==> config.mk <==
export PLATFORM = sky130hd
export DESIGN_NAME = bus_loader
export DESIGN_NICKNAME = d
export VERILOG_FILES = /design/src/rtl/bus_pkg.sv /design/src/rtl/reg_cell.sv /design/src/rtl/bus_loader.sv
export SDC_FILE = /design/constraint.sdc
export NUM_CORES = 1
export LEC_CHECK = 0
export CAP_MARGIN = 20
export CORE_MARGIN = 4
export CORE_UTILIZATION = 41
export CTS_CLUSTER_DIAMETER = 50
export DETAILED_ROUTE_END_ITERATION = 10
export PLACE_DENSITY = 0.69
export SYNTH_ARGS = -nofsm -noshare
export SYNTH_HDL_FRONTEND = slang
export SYNTH_HIERARCHICAL = 1
export SYNTH_SLANG_ARGS = --single-unit
==> constraint.sdc <==
create_clock -name clk -period 1.77 [get_ports clk]
set_input_delay 0.2655 -clock clk [delete_from_list [all_inputs] [get_ports clk]]
set_output_delay 0.2655 -clock clk [all_outputs]
set_load 0.1 [all_outputs]
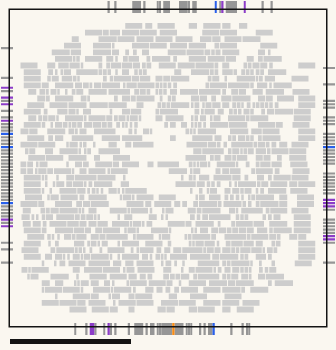
Run 1: pin map
The bar under the picture is 50 um long. Pins as bars across the die edge, other pins in grey.
Key: blue = inr_vec [pins 6, direction input, edge 3 left, 1 bottom, 1 right, 1 top]; orange = load_valid [pins 1, direction input, edge bottom]; purple = bus_data [pins 16, direction input, edge 6 left, 5 right, 3 bottom, 2 top]
# port buffers: 153
die width: 130 um
Die Y: 130 um

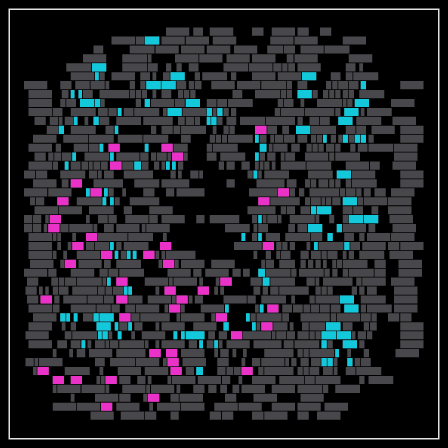
Run 1: gate families picked out
Key: cyan = nor cells [cells 106]; magenta = mux cells [cells 44]
Non-Filler Instances: 1077
Comb/total area: 36.2%
most frequent logic cell in the layout: buf_12

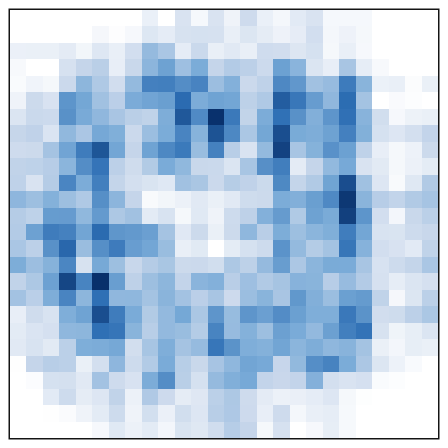
Run 1: wiring heat map
The die is cut into 26 by 26 equal tiles; white is low, dark blue is high, scaled to the fullest tile. Values are wire area over tile area, all layers added.
19% of the tiles are over half the peak. 10% of the tiles are nearly empty. The mean over all tiles is 0.19.
Avg WL per Cell: 18.0 um
GRT Total Usage: 22.8%
routed vias: 5893
routed wire length: 19400 um

==> Slide: Implementation Results, run 1 <==
Synthesis and Place & Route Summary

Die
  • # IOs: 154
  • Die ar.: 0.0170 mm2
  • Tap Cells: 184
  • Init Core Util: 42.1%
  • Floorplan row count: 44

Power
  • Leakage: 0.00343 uW
  • Comb. pwr: 968 uW
  • Sw power: 1830 uW
  • Internal cell power: 5140 uW
  • Sequential power: 2790 uW
  • PwrDens: 709 mW/mm2
  • Top pwr grp: the clock network
  • Power share of the sequential group: 40.0%
  • Clock power share: 46.1%
  • Logic pwr share: 13.9%
  • Peak VDD IR: 0.000603 V
  • Pwr Total: 6970 uW
  • Clock Power: 3220 uW

Yosys
  • Ao+oa area frac: 11.8%
  • Top cells by count: dfxtp_1, nand2_1, xnor2_1, a21oi_1, nor2_1
  • Register area share after synthesis: 38.5%
  • Max-area cell share: 38.5%
  • Post-synth regs: 118
  • Simple-gate share of the synthesized area: 26.5%
  • Adder share: 1.22%
  • Post-synth EDFFs: 0
  • Yosys stat chip area: 0.00614 mm2
  • Main logic family: simple AND/OR/NAND/NOR gates
  • Yosys warns: 6
  • Yosys top cell by area: dfxtp_1
  • Ys flop type: dfxtp_1
  • MUX share of area: 7.18%
  • Post-synthesis cell count: 697
  • Synthesized area: 0.00614 mm2
  • XOR/XNOR Area Share: 11.1%
  • Top cells by area: dfxtp_1, xnor2_1, mux2i_1, nand2_1, nor4_2
  • Async SR Flop Fraction: 0%
  • Syn Nets: 738
  • Ys cells: 697
  • Distinct lib cells: 35
  • Top-count cell post-synth: dfxtp_1
  • Synth Area per Inst: 8.80 um2

Critical path
  • Register-to-register setup slack: 0.20 ns
  • Crit path DAT: 1.86 ns
  • WP depth: 5
  • CP required: 2.06 ns
  • Worst path max stage delay: 0.40 ns
  • Register-to-Register Path Depth: 5
  • Element type at the critical path end: flop
  • Worst Path Max Fanout: 5
  • Worst setup SP type: flop
  • Cell Chain, Critical Path: ha_1, nand3_2, nor4_2, xnor2_1, a21oi_1
  • Critical path class: reg -> reg
  • Crit-path leading delay family: simple AND/OR/NAND/NOR gates
  • Buf/Inv on CP: 0
  • Crit-path slowest cell: dfxtp_4

Placement
  • Placed cell area: 0.00927 mm2
  • DP HPWL: 14100 um
  • Placer Congestion: 0.858
  • Pre-CTS setup slack: -0.151 ns
  • Placed Instances: 1048

Finish
  • Clk tree area frac: 5.65%
  • # diodes: 0
  • NonClk Buf Share: 30.0%
  • Logic area: 0.00356 mm2
  • Clkbuf count: 27
  • Non-Clock Inverter Count: 16
  • Final Core Density: 67.3%
  • Final Cell Area: 0.00982 mm2
  • Flip-flops: 118
  • Reg area: 0.00247 mm2
  • Number of non-clock buffers in the layout: 199
  • Fill cell count: 1101
  • Area-dominant class: logic gates
  • Comb gates: 531
  • Sequential share of cell area: 25.2%
  • Max reg flops: 64
  • Most frequent cells in the layout: buf_12, nand2_1, xnor2_1, a21oi_1, dfxtp_2
  • Fraction of layout cells with a size suffix above 1: 35.3%
  • Final nets: 924

Final timing
  • Fin worst setup slack: 0.201 ns
  • Least-Margin Pin Slew: 0.659 ns
  • Max Slew Vio Count: 0
  • TNS Setup: 0 ns
  • Final hold vios: 0
  • Setup violations, final: 0
  • Min Hold Slack: 0.296 ns
  • RSZ-0062 raised after global routing: false
  • Final Skew: 0.00825 ns

Min path
  • Hold Path Depth: 3
  • Hold Crit Class: in -> reg

CTS
  • Clk buf depth: 2
  • CTS resizes: 0
  • Clk_lat worst skew: 0.41 ns
  • Clk sinks: 118
  • TritonCTS Buffers: 17
  • CTS root buf: clkbuf_16
  • Post-CTS Hold Buffers: 0
  • CTS H-tree depth: 4
  • Post-CTS Setup Inserts: 0

Global routing
  • Largest net degree at the start of global routing: 33
  • Antenna violations before repair: 0
  • Layer with the highest usage: met2
  • First-pass GRT wire length: 30000 um
  • Met2 Usage GRT: 37.4%
  • Vias in the first global route: 5711
  • Total grt overflow: 0

Drt
  • DR top layer: met4
  • DRC: 0
  • Met2 WL: 9390 um
  • DR WL met3: 1560 um
  • Pre-antenna DRT Iters: 5
  • M1 WL: 7860 um
  • Antenna-violating nets left: 0
  • DR iter-0 viols: 650
  • Via density: 5.47

Run
  • Number of max-cap violations: 0

Run status
  • Status: finished clean
Run 1, zoomed window:
The bar under the picture is 5 um long. Region (55, 81) to (75, 101) um. Cells in grey, sequential cells in the stronger grey; small squares are vias.
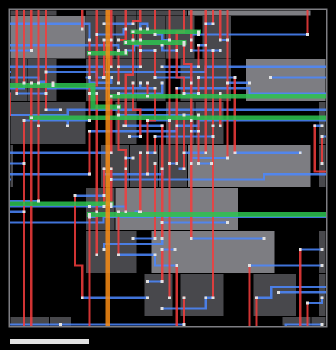

==> run 2: changes to the inputs <==
- CORE_UTILIZATION: 41 -> 50
- CTS_BUF_LIST: default -> sky130_fd_sc_hd__clkbuf_16
- PLACE_DENSITY: 0.69 -> 0.81
- RECOVER_POWER: default -> 25
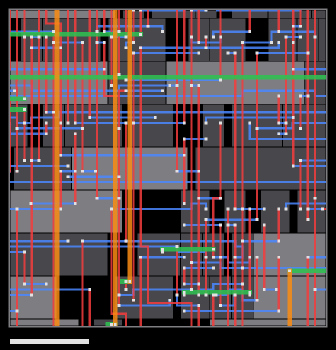
Run 2: zoomed window
The bar under the picture is 5 um long. Region (49, 73) to (69, 93) um. Cells in grey, sequential cells in the stronger grey; small squares are vias.
Key: orange = M4; red = M2; green = M3; blue = M1
Most frequent: mux2i_1 (7), nand2_1 (7). Sequential cells in the window: 6. 36 logic cells have their middle in the window.

==> run 2 against run 1 <==
Sequential power is essentially flat; area after synthesis unchanged; clock skew shrank 0.0015 ns; design area fell by 7.5%; cell count decreased by 3.5%; critical path type is now in -> reg; largest cell class unchanged; die size is 17% lower.
==> Slide: Implementation Results, run 2 <==
Synthesis and Place & Route Summary

Die
  • Init Core Util: 51.1% (+9.0 points)
  • Floorplan row count: 40 (-9.1%)
  • Die ar.: 0.0141 mm2 (-17%)

Finish
  • Sequential share of cell area: 27.0% (+1.8 points)
  • Comb/total area: 39.1% (+2.9 points)
  • Number of non-clock buffers in the layout: 195 (-2.0%)
  • Max reg flops: 64 (unchanged)
  • Non-Clock Inverter Count: 16 (unchanged)
  • Clk tree area frac: 6.69% (+1.0 points)
  • Clkbuf count: 19 (-30%)
  • Area-dominant class: logic gates
  • Most frequent cells in the layout: nand2_1, xnor2_1, a21oi_1, buf_12, dfxtp_1
  • Comb gates: 531 (unchanged)

Yosys
  • MUX share of area: 7.18% (unchanged)
  • Post-synth EDFFs: 0 (unchanged)
  • Syn Nets: 738 (unchanged)
  • Top cells by count: dfxtp_1, nand2_1, xnor2_1, a21oi_1, nor2_1
  • Simple-gate share of the synthesized area: 26.5% (unchanged)
  • Ys flop type: dfxtp_1
  • Post-synth regs: 118 (unchanged)
  • Distinct lib cells: 35 (unchanged)
  • Synthesized area: 0.00614 mm2 (unchanged)
  • Top-count cell post-synth: dfxtp_1
  • Top cells by area: dfxtp_1, xnor2_1, mux2i_1, nand2_1, nor4_2
  • Yosys top cell by area: dfxtp_1
  • Ys cells: 697 (unchanged)

Critical path
  • Cell Chain, Critical Path: dlygate4sd3_1, nand2b_1, nor2_1, inv_2, o21ai_0, a21oi_1
  • Crit path DAT: 1.89 ns (+0.03 ns)
  • Worst setup SP type: input port
  • Worst path max stage delay: 0.62 ns (+0.22 ns)
  • Crit-path slowest cell: dlygate4sd3_1
  • CP required: 2.06 ns (about the same)
  • WP depth: 6 (+1)
  • Crit-path leading delay family: buffers and inverters

Global routing
  • Antenna violations before repair: 0 (unchanged)
  • GRT Total Usage: 28.5% (+5.8 points)

CTS
  • CTS root buf: clkbuf_16
  • CTS resizes: 0 (unchanged)
  • Clk_lat worst skew: 0.41 ns (about the same)
  • Clk sinks: 118 (unchanged)
  • Clk buf depth: 2 (unchanged)

Power
  • Internal cell power: 5330 uW (+3.7%)
  • Logic pwr share: 12.5% (-1.4 points)
  • Pwr Total: 7200 uW (+3.4%)
  • Leakage: 0.00325 uW (-5.1%)
  • PwrDens: 793 mW/mm2 (+12%)
  • Sequential power: 2780 uW (about the same)
  • Clock power share: 49.0% (+2.9 points)
  • Clock Power: 3530 uW (+9.6%)

Drt
  • DR iter-0 viols: 524 (-19%)
  • M1 WL: 8020 um (+2.0%)
  • DR top layer: met4
  • Routed vias: 6112 (+3.7%)
  • DRC: 0 (unchanged)

Final timing
  • Final hold vios: 0 (unchanged)
  • Max Slew Vio Count: 0 (unchanged)
  • RSZ-0062 raised after global routing: false
  • Least-Margin Pin Slew: 0.584 ns (-0.0748 ns)

Run status
  • Status: finished clean

Run
  • Number of max-cap violations: 0 (unchanged)

Min path
  • Hold Path Depth: 2 (-1)

Placement
  • Pre-CTS setup slack: -0.0609 ns (+0.0902 ns)
  • DP HPWL: 13800 um (-1.9%)
  • Placed cell area: 0.00908 mm2 (-2.0%)
  • Placer Congestion: 0.897 (+4.5%)
Power is estimated from default activity; no workload was simulated.
